==> config.mk <==
export PLATFORM = sky130hd
export DESIGN_NAME = ring_inject_arbiter
export DESIGN_NICKNAME = d
export VERILOG_FILES = /design/src/rtl/ring_inject_arbiter_pkg.sv /design/src/rtl/ring_inject_arbiter_credit_counter.sv /design/src/rtl/ring_inject_arbiter.sv
export SDC_FILE = /design/constraint.sdc
export NUM_CORES = 1
export LEC_CHECK = 0
export ABC_AREA = 1
export ABC_CLOCK_PERIOD_IN_PS = 12100
export CAP_MARGIN = 20
export CORE_AREA = 2 2 232 234
export CTS_BUF_LIST = sky130_fd_sc_hd__clkbuf_4
export CTS_CLUSTER_SIZE = 20
export DETAILED_ROUTE_END_ITERATION = 12
export DIE_AREA = 0 0 234 236
export PLACE_DENSITY = 0.53
export SLEW_MARGIN = 20
export SYNTH_ARGS = -nofsm -noshare
export SYNTH_HDL_FRONTEND = slang
export SYNTH_HIERARCHICAL = 1
export SYNTH_SLANG_ARGS = --single-unit
export TNS_END_PERCENT = 30
==> constraint.sdc <==
create_clock -name clock -period 12.1 [get_ports clock]
set_input_delay 2.42 -clock clock [delete_from_list [all_inputs] [get_ports clock]]
set_output_delay 2.42 -clock clock [all_outputs]
set_load 0.005 [all_outputs]
==> src/rtl/ring_inject_arbiter_pkg.sv <==
// Shared types and constants for the ring injection arbiter.
package ring_inject_arbiter_pkg;

  localparam int unsigned ID_W     = 8;
  localparam int unsigned DATA_W   = 128;
  localparam int unsigned PKT_W    = 2 * ID_W + DATA_W;
  localparam int unsigned STARVE_W = 8;

  localparam logic [STARVE_W-1:0] STARVE_MAX = '1;

  // Packet layout, src in the MSBs.
  typedef struct packed {
    logic [ID_W-1:0]   src;
    logic [ID_W-1:0]   dest;
    logic [DATA_W-1:0] data;
  } pkt_t;

  typedef enum logic [0:0] {
    StNormal,
    StForce
  } arb_state_t;

  // Saturating increment for the starvation counter.
  function automatic logic [STARVE_W-1:0] starve_inc(input logic [STARVE_W-1:0] v);
    return (v == STARVE_MAX) ? v : v + STARVE_W'(1);
  endfunction

endpackage

==> src/rtl/ring_inject_arbiter_credit_counter.sv <==
// Downstream credit tracker: one credit per free slot in the next node's buffer.
module ring_inject_arbiter_credit_counter #(
  parameter int unsigned CREDITS = 8,
  localparam int unsigned CNT_W  = $clog2(CREDITS + 1)
) (
  input  logic             clock,
  input  logic             reset,
  input  logic             consume,
  input  logic             credit_in,
  output logic [CNT_W-1:0] count,
  output logic             can_send,
  output logic             overflow_err
);
  import ring_inject_arbiter_pkg::*;

  localparam logic [CNT_W-1:0] FULL = CNT_W'(CREDITS);

  logic [CNT_W-1:0] count_q, count_d;
  logic             ovf_q, ovf_d;

  // Next credit count; a simultaneous consume and return cancel out.
  always_comb begin
    count_d = count_q;
    ovf_d   = ovf_q;
    if (consume && !credit_in) begin
      count_d = count_q - CNT_W'(1);
    end else if (credit_in && !consume) begin
      if (count_q == FULL) begin
        ovf_d = 1'b1;
      end else begin
        count_d = count_q + CNT_W'(1);
      end
    end
  end

  // Credit and sticky overflow state.
  always_ff @(posedge clock or posedge reset) begin
    if (reset) begin
      count_q <= FULL;
      ovf_q   <= 1'b0;
    end else begin
      count_q <= count_d;
      ovf_q   <= ovf_d;
    end
  end

  // A credit returned this cycle is only usable from the next cycle on.
  assign can_send     = (count_q != '0);
  assign count        = count_q;
  assign overflow_err = ovf_q;

endmodule

==> src/rtl/ring_inject_arbiter.sv <==
// Ring node traffic controller: ejects local-bound packets, arbitrates the
// forward slot between through-traffic and local injection, tracks credits.
module ring_inject_arbiter #(
  parameter int unsigned ID_W         = ring_inject_arbiter_pkg::ID_W,
  parameter int unsigned DATA_W       = ring_inject_arbiter_pkg::DATA_W,
  parameter int unsigned PKT_W        = 2 * ID_W + DATA_W,
  parameter int unsigned NODE_ID      = 0,
  parameter int unsigned CREDITS      = 8,
  parameter int unsigned STARVE_LIMIT = 4,
  localparam int unsigned CNT_W       = $clog2(CREDITS + 1)
) (
  input  logic             clock,
  input  logic             reset,
  input  logic             up_valid,
  input  logic [PKT_W-1:0] up_pkt,
  output logic             up_ready,
  input  logic             loc_valid,
  input  logic [PKT_W-1:0] loc_pkt,
  output logic             loc_ready,
  output logic             eject_valid,
  output logic [PKT_W-1:0] eject_pkt,
  input  logic             eject_ready,
  output logic             out_valid,
  output logic [PKT_W-1:0] out_pkt,
  input  logic             credit_in,
  output logic [CNT_W-1:0] credit_cnt,
  output logic             forced,
  output logic             err_self,
  output logic             err_credit
);
  import ring_inject_arbiter_pkg::*;

  localparam logic [ID_W-1:0]     MY_ID = ID_W'(NODE_ID);
  localparam logic [STARVE_W-1:0] LIMIT = STARVE_W'(STARVE_LIMIT);

  logic [ID_W-1:0] up_dest, loc_dest;
  logic            up_eject, up_fwd, loc_self, loc_req;
  logic            can_send, grant_up, grant_loc, grant;

  arb_state_t          state_q, state_d;
  logic [STARVE_W-1:0] starve_q, starve_d;

  logic             out_valid_q;
  logic [PKT_W-1:0] out_pkt_q;
  logic             err_self_q;

  assign up_dest  = up_pkt[DATA_W +: ID_W];
  assign loc_dest = loc_pkt[DATA_W +: ID_W];

  assign up_eject = up_valid && (up_dest == MY_ID);
  assign up_fwd   = up_valid && !up_eject;
  // Self-addressed local packets are swallowed, never competing for the slot.
  assign loc_self = loc_valid && (loc_dest == MY_ID);
  assign loc_req  = loc_valid && !loc_self;

  // Slot arbitration, starvation tracking and FORCE entry/exit.
  always_comb begin
    grant_up  = 1'b0;
    grant_loc = 1'b0;
    state_d   = state_q;
    starve_d  = starve_q;

    unique case (state_q)
      StNormal: begin
        grant_up  = can_send && up_fwd;
        grant_loc = can_send && loc_req && !grant_up;
      end
      StForce: begin
        grant_loc = can_send && loc_req;
      end
      default: begin
        grant_up  = 1'b0;
        grant_loc = 1'b0;
      end
    endcase

    if (!loc_req || grant_loc) begin
      starve_d = '0;
    end else begin
      starve_d = starve_inc(starve_q);
    end

    unique case (state_q)
      StNormal: begin
        if (starve_d >= LIMIT) begin
          state_d = StForce;
        end
      end
      StForce: begin
        if (grant_loc || !loc_req) begin
          state_d = StNormal;
        end
      end
      default: begin
        state_d = StNormal;
      end
    endcase
  end

  assign grant = grant_up || grant_loc;

  // Arbiter state and starvation counter.
  always_ff @(posedge clock or posedge reset) begin
    if (reset) begin
      state_q  <= StNormal;
      starve_q <= '0;
    end else begin
      state_q  <= state_d;
      starve_q <= starve_d;
    end
  end

  // Registered forward stage; packet holds when there is no grant.
  always_ff @(posedge clock or posedge reset) begin
    if (reset) begin
      out_valid_q <= 1'b0;
      out_pkt_q   <= '0;
      err_self_q  <= 1'b0;
    end else begin
      out_valid_q <= grant;
      err_self_q  <= loc_self;
      if (grant) begin
        out_pkt_q <= grant_up ? up_pkt : loc_pkt;
      end
    end
  end

  ring_inject_arbiter_credit_counter #(
    .CREDITS (CREDITS)
  ) u_credit (
    .clock        (clock),
    .reset        (reset),
    .consume      (grant),
    .credit_in    (credit_in),
    .count        (credit_cnt),
    .can_send     (can_send),
    .overflow_err (err_credit)
  );

  // Ejection bypasses the slot and credits entirely.
  assign up_ready    = up_eject ? eject_ready : grant_up;
  assign loc_ready   = loc_self || grant_loc;
  assign eject_valid = up_eject;
  assign eject_pkt   = up_pkt;
  assign out_valid   = out_valid_q;
  assign out_pkt     = out_pkt_q;
  assign forced      = (state_q == StForce);
  assign err_self    = err_self_q;

endmodule

**Run 1: clock distribution**

The bar under the picture is 50 µm long.
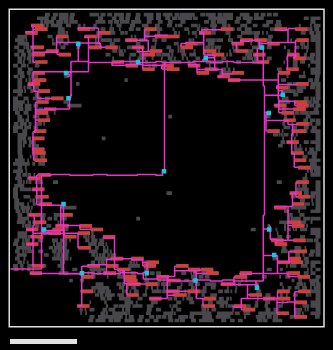
flip-flops: marked red, count 160. cells driving clock nets: marked cyan, count 17. clock wires: marked magenta, length 2780 µm.
There are 18 routed clock nets.

**Run 1: clock nets**

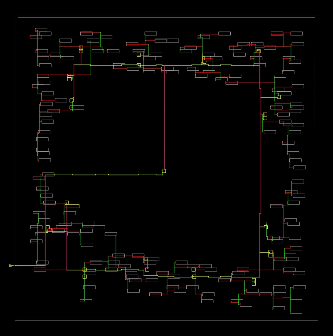
clock network power: 0.000359 W
clk sink count: 160
Num CTS Buffers: 17
flip-flops: 160
clock latency on the worst-skew pair: 680 ps

**Run 1: placed cells, one color a class**

Fill, decap, tap and diode cells in gray.
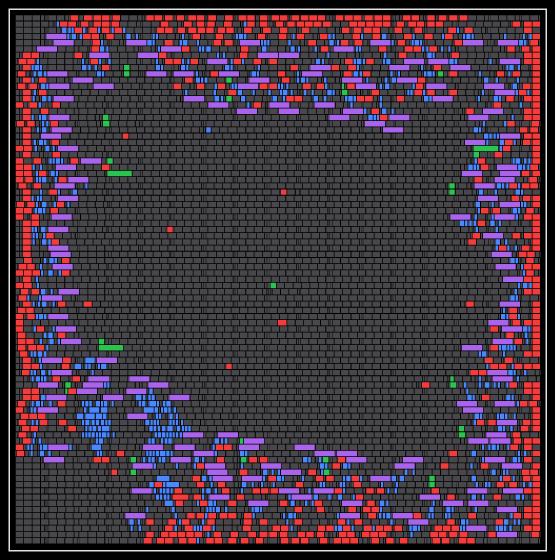
clock drivers and dummy loads: marked green, cells 32, share of their area 2.2%. other buffers and delay cells: marked red, cells 599, share of their area 44%. all other logic: marked blue, cells 717, share of their area 24%. flip-flops: marked purple, cells 160, share of their area 30%.

**Run 1: routed metal, one color a layer**

The bar under the picture is 50 µm long. Only two layers are drawn.
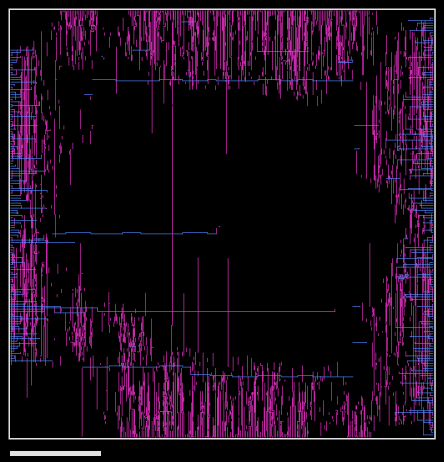
met2: marked magenta, wire length 16300 µm. met3: marked blue, wire length 2560 µm.
drt wl/cell: 14.9 µm
Post-Route WL: 32.9 mm
via count: 8618

==> reports/metrics.yaml, run 1 <==
buffers: 599
cp_slowest_cell: "clkdlybuf4s50_1"
slew_headroom_pct: 35.0
diodes: 4
finalHoldViolations: 0
synth-edff-count: 0
cp-start-kind: "input pin"
drt-met1-wl_mm: 13.4
fillers: 5735
clk_pin_slew_ps: 130
crit_chain: "clkdlybuf4s50_1, nor2_1, nand2_1, o21ai_4, nand2_1, a21oi_1, clkdlybuf4s50_1"
cp.arrival_ps: 4280
power.total_w: 0.00256
track_usage_pct: 11.7
synth_area_mm2: 0.00860
antenna_found_initial: 3
fin_setup_tns_ps: 0
status: "finished, final reports clean"
rrSetupSlack_ps: 8410
ctsLongestPathBuffers: 2
power.group.top: "combinational logic"
holdPathStages: 1
cp.depth: 7
instances_no_fill: 2208
ys_types: 28
hold-worst-slack_ps: 523
place_area_mm2: 0.0141
dpl_worst_slack_ps: 5370
ys_sh_simple_pct: 23.1
cellPowerDensity_mw_per_mm2: 178
clock_buffers: 21
--- run 2 (diff from run 1) ---
ABC_CLOCK_PERIOD_IN_PS = 5400   (was 12100)
CORE_AREA = 2 2 234 236   (was 2 2 232 234)
DIE_AREA = 0 0 236 238   (was 0 0 234 236)
PLACE_DENSITY = 0.54   (was 0.53)
clock period = 5.4 ns   (was 12.1 ns; I/O delays follow)
**Run 2: register map, names as in the netlist**

The bar under the picture is 50 µm long. Other sequential cells in the stronger gray, the rest of the logic in the fainter gray.
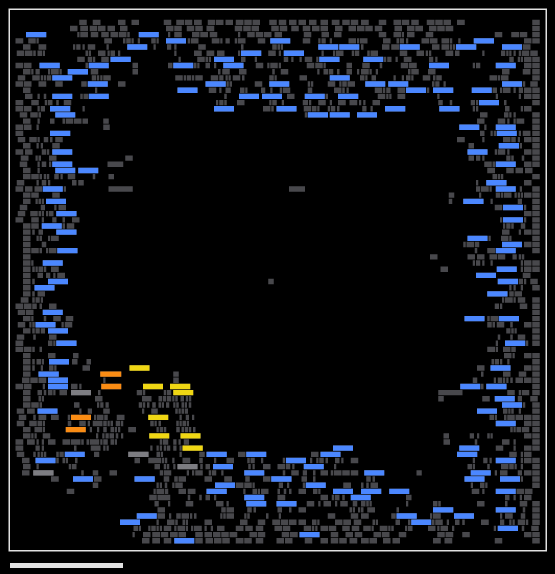
out_pkt: marked blue, sequential cells 144, where all over the die. u_credit/count: marked orange, sequential cells 4, where lower left. starve_q: marked yellow, sequential cells 8.
Another 4 sequential cells are not colored.

**Run 2: clock nets**

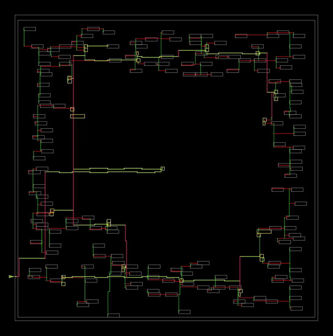
clock latency on the worst-skew pair: 710 ps
clock skew: 30.9 ps
clock network power: 0.000753 W

==> run 2 against run 1 <==
Critical path type unchanged. Core utilization shrank 0.19 points. First-iteration DRC count grew 4.0%. Register-to-register slack lost 6100 ps. Largest power group unchanged. Combinational power grew 130%. Flip-flop count is the same. Clock-buffer cell count shrank 1. Highest routed layer is now met5. Non-clock buffer count grew 5.
==> reports/metrics.yaml, run 2 <==
layout-drive-gt1-share_pct: 3.64
placedCellCount: 2177
vias: 8796
fin_setup_tns_ps: 0
cts_num_sinks: 160
drt-met1-wl_mm: 13.3
clock_buffers: 20
r2r-end: "out_pkt[58]"
dpl_worst_slack_ps: 1400
antenna_found_initial: 5
crit_chain: "clkdlybuf4s50_1, nor2_1, nand2_1, o21ai_4, nand2_1, a21oi_1, clkdlybuf4s50_1"
synth-edff-count: 0
ys_types: 28
worstPathRequired_ps: 4320
rr_worst_depth: 10
synth_area_mm2: 0.00860
finalHoldViolations: 0
cp_slowest_cell: "clkdlybuf4s50_1"
power.total_w: 0.00571
slew_headroom_pct: 41.6
fp_nets: 1384
cp.depth: 7
drt-total-wl_mm: 34.3
clk_pin_slew_ps: 120
buffers: 604
power.group.top: "combinational logic"
most_common_cell: "nand2_1"
sw_frac_of_total_pct: 36.7
grt_pass1_wl_mm: 51.5
fillers: 5806
ctsLongestPathBuffers: 2
chip_area_mm2: 0.0562
worst-path-buf-inv: 2
flops: 160
top_cells_by_count: "nand2_1, nor2_1, dfrtp_1, buf_4, a31oi_1"
ys_sh_simple_pct: 23.1
place_area_mm2: 0.0141
cts_made_buffers: 17
top_cells_by_area: "dfrtp_1, nand2_1, buf_4"
holdPathStages: 2
rrSetupSlack_ps: 2350
cp-start-kind: "input pin"
status: "finished, final reports clean"
cp.arrival_ps: 2920
cellPowerDensity_mw_per_mm2: 396
track_usage_pct: 12.1
hold-worst-slack_ps: 526
pwr-share-seq_pct: 36.0
instances_no_fill: 2212
wl_per_cell_um: 15.5
**Run 2: placed cells, one color a class**

Fill, decap, tap and diode cells in gray.
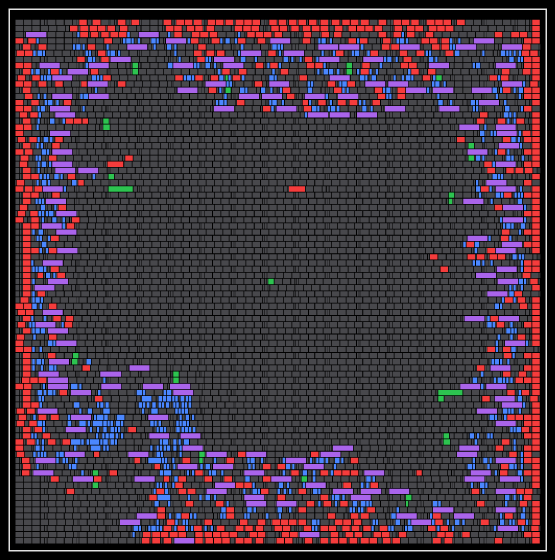
site row count: 85
Final Util: 27.0%
CORE AREA: 0.0535 mm²
Final Cell Area: 0.0144 mm²

--- run 3 (diff from run 2) ---
ABC_CLOCK_PERIOD_IN_PS = 3900   (was 5400)
CORE_AREA = 2 2 227 229   (was 2 2 234 236)
DIE_AREA = 0 0 229 231   (was 0 0 236 238)
PLACE_DENSITY = 0.55   (was 0.54)
clock period = 3.9 ns   (was 5.4 ns; I/O delays follow)
**Run 3: clock nets**

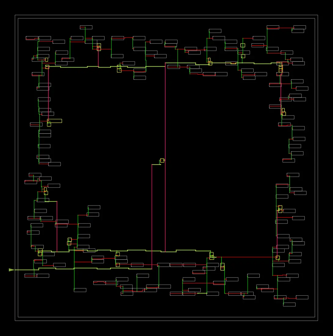
clock network power: 0.000994 W
clock latency on the worst-skew pair: 700 ps
clock skew: 27.2 ps
final-layout clock buffer total: 19

**Run 3: register map, names as in the netlist**

The bar under the picture is 50 µm long. Other sequential cells in the stronger gray, the rest of the logic in the fainter gray.
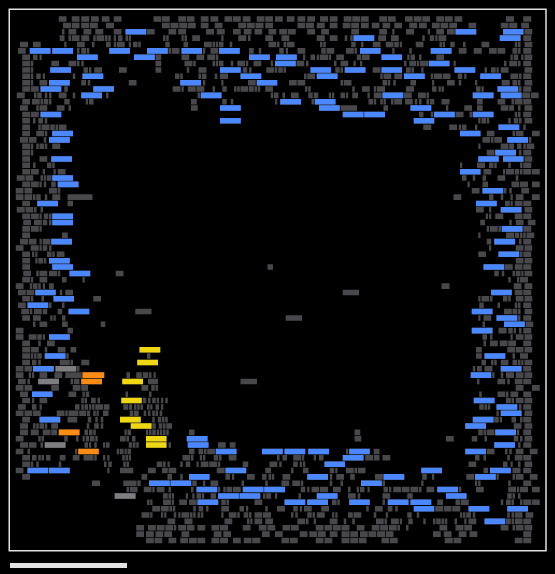
starve_q: marked yellow, sequential cells 8, where lower left. out_pkt: marked blue, sequential cells 144, where all over the die. u_credit/count: marked orange, sequential cells 4, where lower left.
Another 4 sequential cells are not colored.
Final Util: 28.6%
sequential cell area: 0.00401 mm²

==> run 3 against run 2 <==
Clock-buffer cell count down 1. Combinational power up about 40%. Power up 39%. Critical path depth unchanged. Synthesized area unchanged.
==> reports/metrics.yaml, run 3 <==
status: "finished, final reports clean"
diodes: 1
ys_sh_simple_pct: 23.1
r2r-end: "u_credit/count[2]"
fillers: 5498
crit_chain: "clkdlybuf4s50_1, nor2_1, nand2_1, o21ai_4, nand2_1, a21oi_1, clkdlybuf4s50_1"
fp_nets: 1384
ctsLongestPathBuffers: 2
cp.arrival_ps: 2730
most_common_cell: "nand2_1"
cts_made_buffers: 17
power.total_w: 0.00793
worst-path-buf-inv: 2
synth_area_mm2: 0.00860
buffers: 614
place_area_mm2: 0.0142
placedCellCount: 2171
power.group.top: "combinational logic"
ys_types: 28
antenna_found_initial: 2
worstPathRequired_ps: 3120
finalHoldViolations: 0
cellPowerDensity_mw_per_mm2: 546
top_cells_by_area: "dfrtp_1, nand2_1, buf_4"
wl_per_cell_um: 15.7
drt-total-wl_mm: 34.6
rr_worst_depth: 14
pwr-share-seq_pct: 36.1
clk_pin_slew_ps: 140
slew_headroom_pct: 40.7
hold-worst-slack_ps: 360
drt-met1-wl_mm: 14.3
layout-drive-gt1-share_pct: 4.40
cp_slowest_cell: "clkdlybuf4s50_1"
vias: 8820
track_usage_pct: 12.8
fin_setup_tns_ps: 0
dpl_worst_slack_ps: 298
**Run 3: placed cells, one color a class**

Fill, decap, tap and diode cells in gray.
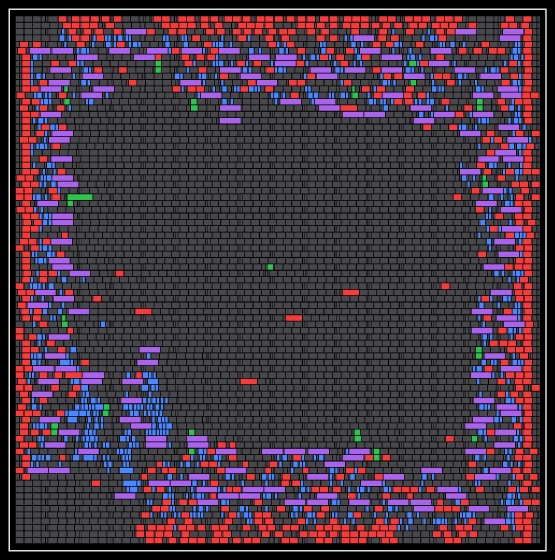
site row count: 83
Final Cell Area: 0.0145 mm²
CORE AREA: 0.0507 mm²
Seq/total area: 27.6%

Power is estimated from default activity; no workload was simulated.
